Figure 1. Routing congestion map.
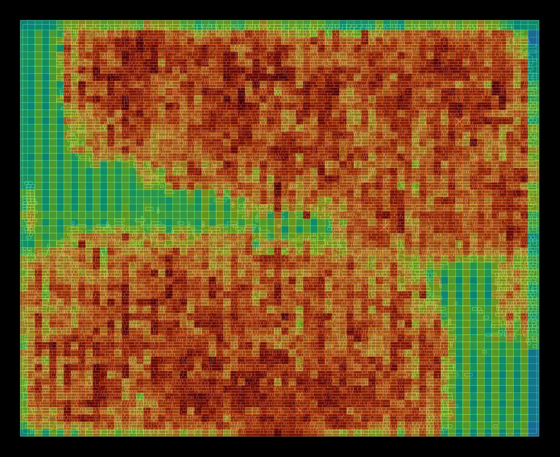
Figure 2. Pin map.
Pins as bars across the die edge, other pins in gray.
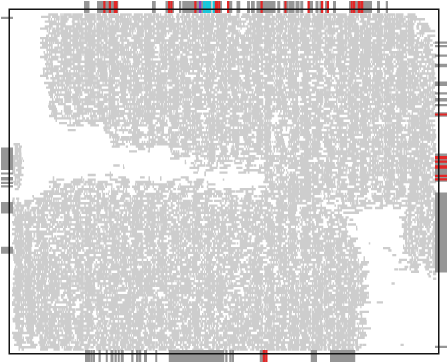
Figure 3. Clock wires, drivers and flops.
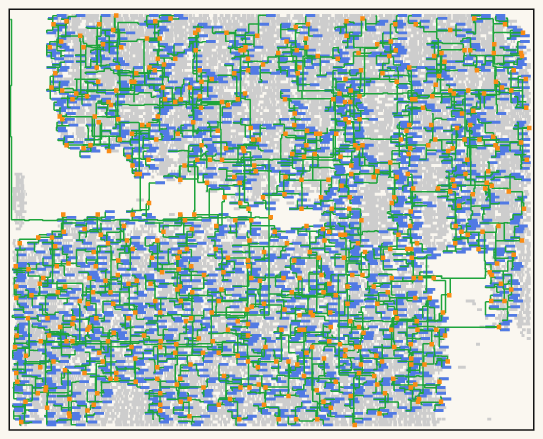
Figure 4. Metal layers overlaid.
Two of the layers only.
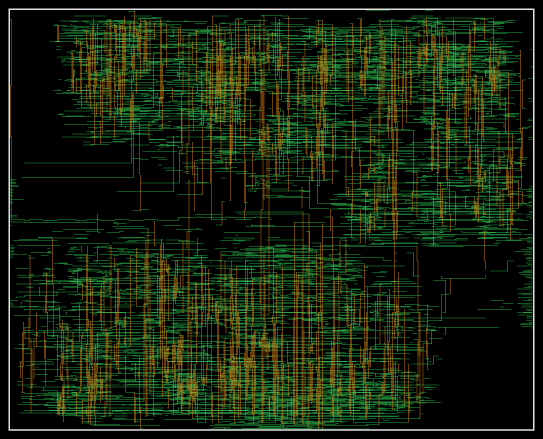
Figure 5. Cells colored by class.
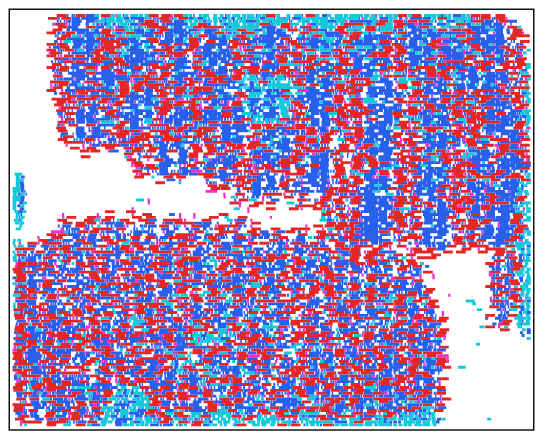
**src/rtl/wb_regfile_if.sv**
```systemverilog
// ---------------------------------------------------------------------------
// wb_regfile_if
// Purpose : bundles the writeback-stage write port and the decode-stage read
//           port of the integer/FP register file into one connection.
// Signals :
//   ValidW, RegWriteW, ResultSrcW, JumpW  - writeback slot valid and integer
//                                           write controls
//   FPRegWriteW, FPResultSrcW             - FP write controls
//   RD_W, FP_RD_W                         - destination indices
//   PCPlus4W, ALU_ResultW, ReadDataW,
//   FP_ALU_ResultW, FP_ReadDataW          - writeback data candidates
//   RS1_D, RS2_D, FRS1_D, FRS2_D, FRS3_D  - read indices from decode
//   RD1_D, RD2_D, FRD1_D, FRD2_D, FRD3_D  - read data back to decode
//   ResultW, FP_ResultW                   - selected writeback values
// Modports: master = pipeline side, slave = register file side.
// ---------------------------------------------------------------------------
interface wb_regfile_if;
    logic        ValidW;
    logic        RegWriteW;
    logic        ResultSrcW;
    logic        JumpW;
    logic        FPRegWriteW;
    logic        FPResultSrcW;
    logic [4:0]  RD_W;
    logic [4:0]  FP_RD_W;
    logic [31:0] PCPlus4W;
    logic [31:0] ALU_ResultW;
    logic [31:0] ReadDataW;
    logic [31:0] FP_ALU_ResultW;
    logic [31:0] FP_ReadDataW;
    logic [4:0]  RS1_D;
    logic [4:0]  RS2_D;
    logic [4:0]  FRS1_D;
    logic [4:0]  FRS2_D;
    logic [4:0]  FRS3_D;
    logic [31:0] RD1_D;
    logic [31:0] RD2_D;
    logic [31:0] FRD1_D;
    logic [31:0] FRD2_D;
    logic [31:0] FRD3_D;
    logic [31:0] ResultW;
    logic [31:0] FP_ResultW;

    modport master (
        output ValidW, RegWriteW, ResultSrcW, JumpW, FPRegWriteW, FPResultSrcW,
        output RD_W, FP_RD_W,
        output PCPlus4W, ALU_ResultW, ReadDataW, FP_ALU_ResultW, FP_ReadDataW,
        output RS1_D, RS2_D, FRS1_D, FRS2_D, FRS3_D,
        input  RD1_D, RD2_D, FRD1_D, FRD2_D, FRD3_D,
        input  ResultW, FP_ResultW
    );

    modport slave (
        input  ValidW, RegWriteW, ResultSrcW, JumpW, FPRegWriteW, FPResultSrcW,
        input  RD_W, FP_RD_W,
        input  PCPlus4W, ALU_ResultW, ReadDataW, FP_ALU_ResultW, FP_ReadDataW,
        input  RS1_D, RS2_D, FRS1_D, FRS2_D, FRS3_D,
        output RD1_D, RD2_D, FRD1_D, FRD2_D, FRD3_D,
        output ResultW, FP_ResultW
    );
endinterface

```
**src/rtl/wb_regfile.sv**
```systemverilog
// ---------------------------------------------------------------------------
// wb_regfile
// Purpose : writeback stage plus 32x32 integer and 32x32 FP register files,
//           with a retired-instruction counter.
// Ports   :
//   clk         - clock, all state updates on its rising edge
//   rst         - asynchronous active-low reset; clears both files and the
//                 counter, blocks writes while low
//   wb          - wb_regfile_if.slave: writeback controls/data, read indices,
//                 read data and the selected writeback values
//   RetireCount - number of edges seen with ValidW high (wraps silently)
// Config  : define WB_REGFILE_BYPASS_EN to make a read of the register being
//           written in the same cycle return the value being written.
//           Without it, reads show the old contents until the next cycle.
// ---------------------------------------------------------------------------
module wb_regfile (
    input  logic          clk,
    input  logic          rst,
    wb_regfile_if.slave   wb,
    output logic [31:0]   RetireCount
);

    logic [31:0] int_regs [32];
    logic [31:0] fp_regs  [32];
    logic [31:0] retire_q;
    logic        int_we;
    logic        fp_we;

    // Writeback result selection; a jump's link value wins over the load/ALU choice.
    assign wb.ResultW    = wb.JumpW ? wb.PCPlus4W
                                    : (wb.ResultSrcW ? wb.ReadDataW : wb.ALU_ResultW);
    assign wb.FP_ResultW = wb.FPResultSrcW ? wb.FP_ReadDataW : wb.FP_ALU_ResultW;

    // rst is folded in so that a write held during reset cannot appear on
    // the bypass path either; x0 is excluded so it stays hard-wired to zero.
    assign int_we = rst & wb.ValidW & wb.RegWriteW & (wb.RD_W != 5'd0);
    assign fp_we  = rst & wb.ValidW & wb.FPRegWriteW;

    // Integer file: entry 0 is never written, so it keeps its reset zero.
    always_ff @(posedge clk or negedge rst) begin
        if (!rst) begin
            for (int i = 0; i < 32; i++) begin
                int_regs[i] <= '0;
            end
        end else if (int_we) begin
            int_regs[wb.RD_W] <= wb.ResultW;
        end
    end

    // FP file: f0 is an ordinary register.
    always_ff @(posedge clk or negedge rst) begin
        if (!rst) begin
            for (int i = 0; i < 32; i++) begin
                fp_regs[i] <= '0;
            end
        end else if (fp_we) begin
            fp_regs[wb.FP_RD_W] <= wb.FP_ResultW;
        end
    end

    // Retire counter counts every valid writeback slot, write or not.
    always_ff @(posedge clk or negedge rst) begin
        if (!rst) begin
            retire_q <= '0;
        end else if (wb.ValidW) begin
            retire_q <= retire_q + 32'd1;
        end
    end

    assign RetireCount = retire_q;

    // Combinational read ports, optionally overridden by the in-flight write.
    always_comb begin
        wb.RD1_D  = (wb.RS1_D == 5'd0) ? 32'd0 : int_regs[wb.RS1_D];
        wb.RD2_D  = (wb.RS2_D == 5'd0) ? 32'd0 : int_regs[wb.RS2_D];
        wb.FRD1_D = fp_regs[wb.FRS1_D];
        wb.FRD2_D = fp_regs[wb.FRS2_D];
        wb.FRD3_D = fp_regs[wb.FRS3_D];
`ifdef WB_REGFILE_BYPASS_EN
        if (int_we && (wb.RS1_D == wb.RD_W)) wb.RD1_D = wb.ResultW;
        if (int_we && (wb.RS2_D == wb.RD_W)) wb.RD2_D = wb.ResultW;
        if (fp_we && (wb.FRS1_D == wb.FP_RD_W)) wb.FRD1_D = wb.FP_ResultW;
        if (fp_we && (wb.FRS2_D == wb.FP_RD_W)) wb.FRD2_D = wb.FP_ResultW;
        if (fp_we && (wb.FRS3_D == wb.FP_RD_W)) wb.FRD3_D = wb.FP_ResultW;
`endif
    end

endmodule

```
**src/flat_wrapper.sv**
```systemverilog
// flat-port wrapper written by rule: the top's interface ports become plain ports
module wb_regfile_flat 
  (clk, rst, RetireCount, wb_ValidW, wb_RegWriteW, wb_ResultSrcW, wb_JumpW, wb_FPRegWriteW, wb_FPResultSrcW, wb_RD_W, wb_FP_RD_W, wb_PCPlus4W, wb_ALU_ResultW, wb_ReadDataW, wb_FP_ALU_ResultW, wb_FP_ReadDataW, wb_RS1_D, wb_RS2_D, wb_FRS1_D, wb_FRS2_D, wb_FRS3_D, wb_RD1_D, wb_RD2_D, wb_FRD1_D, wb_FRD2_D, wb_FRD3_D, wb_ResultW, wb_FP_ResultW);
  wb_regfile_if wb_i ();
  input  logic clk;
  input  logic rst;
  output logic [31:0] RetireCount;
  input wire logic [$bits(wb_i.ValidW)-1:0] wb_ValidW;
  input wire logic [$bits(wb_i.RegWriteW)-1:0] wb_RegWriteW;
  input wire logic [$bits(wb_i.ResultSrcW)-1:0] wb_ResultSrcW;
  input wire logic [$bits(wb_i.JumpW)-1:0] wb_JumpW;
  input wire logic [$bits(wb_i.FPRegWriteW)-1:0] wb_FPRegWriteW;
  input wire logic [$bits(wb_i.FPResultSrcW)-1:0] wb_FPResultSrcW;
  input wire logic [$bits(wb_i.RD_W)-1:0] wb_RD_W;
  input wire logic [$bits(wb_i.FP_RD_W)-1:0] wb_FP_RD_W;
  input wire logic [$bits(wb_i.PCPlus4W)-1:0] wb_PCPlus4W;
  input wire logic [$bits(wb_i.ALU_ResultW)-1:0] wb_ALU_ResultW;
  input wire logic [$bits(wb_i.ReadDataW)-1:0] wb_ReadDataW;
  input wire logic [$bits(wb_i.FP_ALU_ResultW)-1:0] wb_FP_ALU_ResultW;
  input wire logic [$bits(wb_i.FP_ReadDataW)-1:0] wb_FP_ReadDataW;
  input wire logic [$bits(wb_i.RS1_D)-1:0] wb_RS1_D;
  input wire logic [$bits(wb_i.RS2_D)-1:0] wb_RS2_D;
  input wire logic [$bits(wb_i.FRS1_D)-1:0] wb_FRS1_D;
  input wire logic [$bits(wb_i.FRS2_D)-1:0] wb_FRS2_D;
  input wire logic [$bits(wb_i.FRS3_D)-1:0] wb_FRS3_D;
  output wire logic [$bits(wb_i.RD1_D)-1:0] wb_RD1_D;
  output wire logic [$bits(wb_i.RD2_D)-1:0] wb_RD2_D;
  output wire logic [$bits(wb_i.FRD1_D)-1:0] wb_FRD1_D;
  output wire logic [$bits(wb_i.FRD2_D)-1:0] wb_FRD2_D;
  output wire logic [$bits(wb_i.FRD3_D)-1:0] wb_FRD3_D;
  output wire logic [$bits(wb_i.ResultW)-1:0] wb_ResultW;
  output wire logic [$bits(wb_i.FP_ResultW)-1:0] wb_FP_ResultW;
  assign wb_i.ValidW = wb_ValidW;
  assign wb_i.RegWriteW = wb_RegWriteW;
  assign wb_i.ResultSrcW = wb_ResultSrcW;
  assign wb_i.JumpW = wb_JumpW;
  assign wb_i.FPRegWriteW = wb_FPRegWriteW;
  assign wb_i.FPResultSrcW = wb_FPResultSrcW;
  assign wb_i.RD_W = wb_RD_W;
  assign wb_i.FP_RD_W = wb_FP_RD_W;
  assign wb_i.PCPlus4W = wb_PCPlus4W;
  assign wb_i.ALU_ResultW = wb_ALU_ResultW;
  assign wb_i.ReadDataW = wb_ReadDataW;
  assign wb_i.FP_ALU_ResultW = wb_FP_ALU_ResultW;
  assign wb_i.FP_ReadDataW = wb_FP_ReadDataW;
  assign wb_i.RS1_D = wb_RS1_D;
  assign wb_i.RS2_D = wb_RS2_D;
  assign wb_i.FRS1_D = wb_FRS1_D;
  assign wb_i.FRS2_D = wb_FRS2_D;
  assign wb_i.FRS3_D = wb_FRS3_D;
  assign wb_RD1_D = wb_i.RD1_D;
  assign wb_RD2_D = wb_i.RD2_D;
  assign wb_FRD1_D = wb_i.FRD1_D;
  assign wb_FRD2_D = wb_i.FRD2_D;
  assign wb_FRD3_D = wb_i.FRD3_D;
  assign wb_ResultW = wb_i.ResultW;
  assign wb_FP_ResultW = wb_i.FP_ResultW;
  wb_regfile u_core (.clk(clk), .rst(rst), .wb(wb_i), .RetireCount(RetireCount));
endmodule
```
**config.mk**
```make
export PLATFORM = sky130hd
export DESIGN_NAME = wb_regfile_flat
export DESIGN_NICKNAME = d
export VERILOG_FILES = /design/src/rtl/wb_regfile_if.sv /design/src/rtl/wb_regfile.sv /design/src/flat_wrapper.sv
export SDC_FILE = /design/constraint.sdc
export NUM_CORES = 2
export LEC_CHECK = 0
export CORE_ASPECT_RATIO = 0.8
export CORE_MARGIN = 2
export CORE_UTILIZATION = 60
export CTS_BUF_LIST = sky130_fd_sc_hd__clkbuf_2
export DETAILED_ROUTE_END_ITERATION = 8
export PLACE_DENSITY = 0.79
export SLEW_MARGIN = 30
export SYNTH_ARGS = -nofsm -noshare
export SYNTH_HDL_FRONTEND = slang
export SYNTH_SLANG_ARGS = --single-unit
export TNS_END_PERCENT = 30
```
**constraint.sdc**
```tcl
create_clock -name clk -period 3.26 [get_ports clk]
set_input_delay 0.489 -clock clk [delete_from_list [all_inputs] [get_ports clk]]
set_output_delay 0.489 -clock clk [all_outputs]
set_load 0.02 [all_outputs]
```
==> impl_summary.log <==
[metrics] run summary
INFO  metric post_synth_main_area_contributors = sky130_fd_sc_hd__dfrtp_1 (45%), sky130_fd_sc_hd__mux4_2 (28%), sky130_fd_sc_hd__o21ai_0 (6.1%)
INFO  metric sum_of_net_half_perimeters_after_detailed_placement = 255000 microns
INFO  metric crit-reg2reg-capture = u_core.RetireCount[30]
INFO  metric vdd_drop_max = 0.000353 V
INFO  metric synth.net_count = 9711
INFO  metric drt_iter0_markers = 15200
INFO  metric finalHoldViolCount = 22
INFO  metric holdCritStartpoint = wb_JumpW
INFO  metric finalSetupViolations = 176
INFO  metric yosysWarningCount = 0
INFO  metric buffer_ports.inserted = 458
INFO  metric run_status = finished with violations
INFO  metric rrSetupSlack = 1.45 ns
INFO  metric unrepaired_setup_endpoints_after_global_routing = true
INFO  metric grt_first_pass_wirelength = 619000 microns
INFO  metric hold_class = input pin to register
INFO  metric netlist.top_cell.by_instances = sky130_fd_sc_hd__dfrtp_1
INFO  metric violations = DRC, hold timing, setup timing
INFO  metric tightestPinTransition = 1.38 ns
INFO  metric clkSinkCount = 2080
INFO  metric mux_share = 0.327
INFO  metric power_switching = 20700 uW
INFO  metric final_cell_count_no_fill = 13300
INFO  metric cellLeakagePower = 0.0591 uW
INFO  metric reg2reg_from = u_core.RetireCount[1]
INFO  metric route.detailed.vias_per_inst = 7.25
INFO  metric post-route-min-period = 4.46 ns
INFO  metric final_critical_path_setup_slack = -1.20 ns
INFO  metric synthDistinctLibCells = 44
INFO  metric cts.htree.levels = 6
INFO  metric grt_max_degree = 181
INFO  metric route.detailed.drc = 5
INFO  metric cp_common_cell = sky130_fd_sc_hd__mux4_2
INFO  metric endpoint_kind = output port
INFO  metric max_slew_margin = 0.0802
INFO  metric hold_ws = -0.0720 ns
INFO  metric synthToLayoutAreaGrowth = 17.7%
INFO  metric seq_area_frac_synth = 0.453
Back to the opening pictures, Figure 1:
average wire per standard cell: 31.5 microns
met1 track demand over resource: 0.551

Back to the opening pictures, Figure 2:
| color | port | pins | direction | edge |
|---|---|---|---|---|
| cyan | `wb_FP_RD_W` | 5 | input | north |
| red | `wb_FRD2_D` | 32 | output | 22 north, 8 east, 2 south |
| purple | `wb_ResultSrcW` | 1 | input | north |
Die Wd: 493 microns
die height: 396 microns

Back to the opening pictures, Figure 3:
[orange] clock drivers | count: 533
[blue] flip-flops | count: 2080
[green] clock wires | length: 29.7 mm
routed clock nets: 534
flops lie: spread over the die
clock group power: 17900 uW
Late-Pin Clk Latency: 1.87 ns
Clock Skews: 0.0633 ns
clock share of power: 0.285

Back to the opening pictures, Figure 4:
| color | layer | wire length |
|---|---|---|
| orange | metal 4 | 32.4 mm |
| green | metal 3 | 70.1 mm |
wire length after detailed routing: 419000 microns
total global-route track usage: 0.429
total via count after detailed routing: 96500

Back to the opening pictures, Figure 5:
| color | class | cells | share of their area |
|---|---|---|---|
| magenta | clock drivers and dummy loads | 860 | 3.3% |
| red | flops | 2080 | 39% |
| cyan | other buffers and delay cells | 1433 | 11% |
| blue | combinational and other logic | 6388 | 46% |
sequential cell area share: 0.385
# rows: 143
area of the core region: 190000 sq um
end-of-flow core utilization: 0.712
Post-Layout Inst Area: 135000 sq um

==> final cells by class <==
cell class	count	area (sq um)
Sequential cell	2080	52100
Inverter	67	279
Tap cell	2537	3170
Clock inverter	129	723
Antenna cell	20	50.0
Fill cell	12200	54800
Multi-Input combinational cell	6321	60400
Timing Repair Buffer	1433	15100
Clock buffer	731	3660
==> routing by layer <==
| layer | up-vias | global-route usage | part of all wire |
|---|---|---|---|
| li1 | 37600 | - | - |
| met1 | 47700 | 0.551 | 0.33 |
| met2 | 9020 | 0.591 | 0.42 |
| met3 | 2150 | 0.189 | 0.17 |
| met4 | 20 | 0.287 | 0.077 |
| met5 | - | 0.000985 | 0.00048 |
==> critical path: cells and delay by family (launching register included) <==
family | cells | cell delay [ns]
muxes | 3 | 1.35
DFF | 1 | 0.46
buffers and inverters | 1 | 0.14
Power figures rest on the tool's default switching activity, not on a simulated workload.
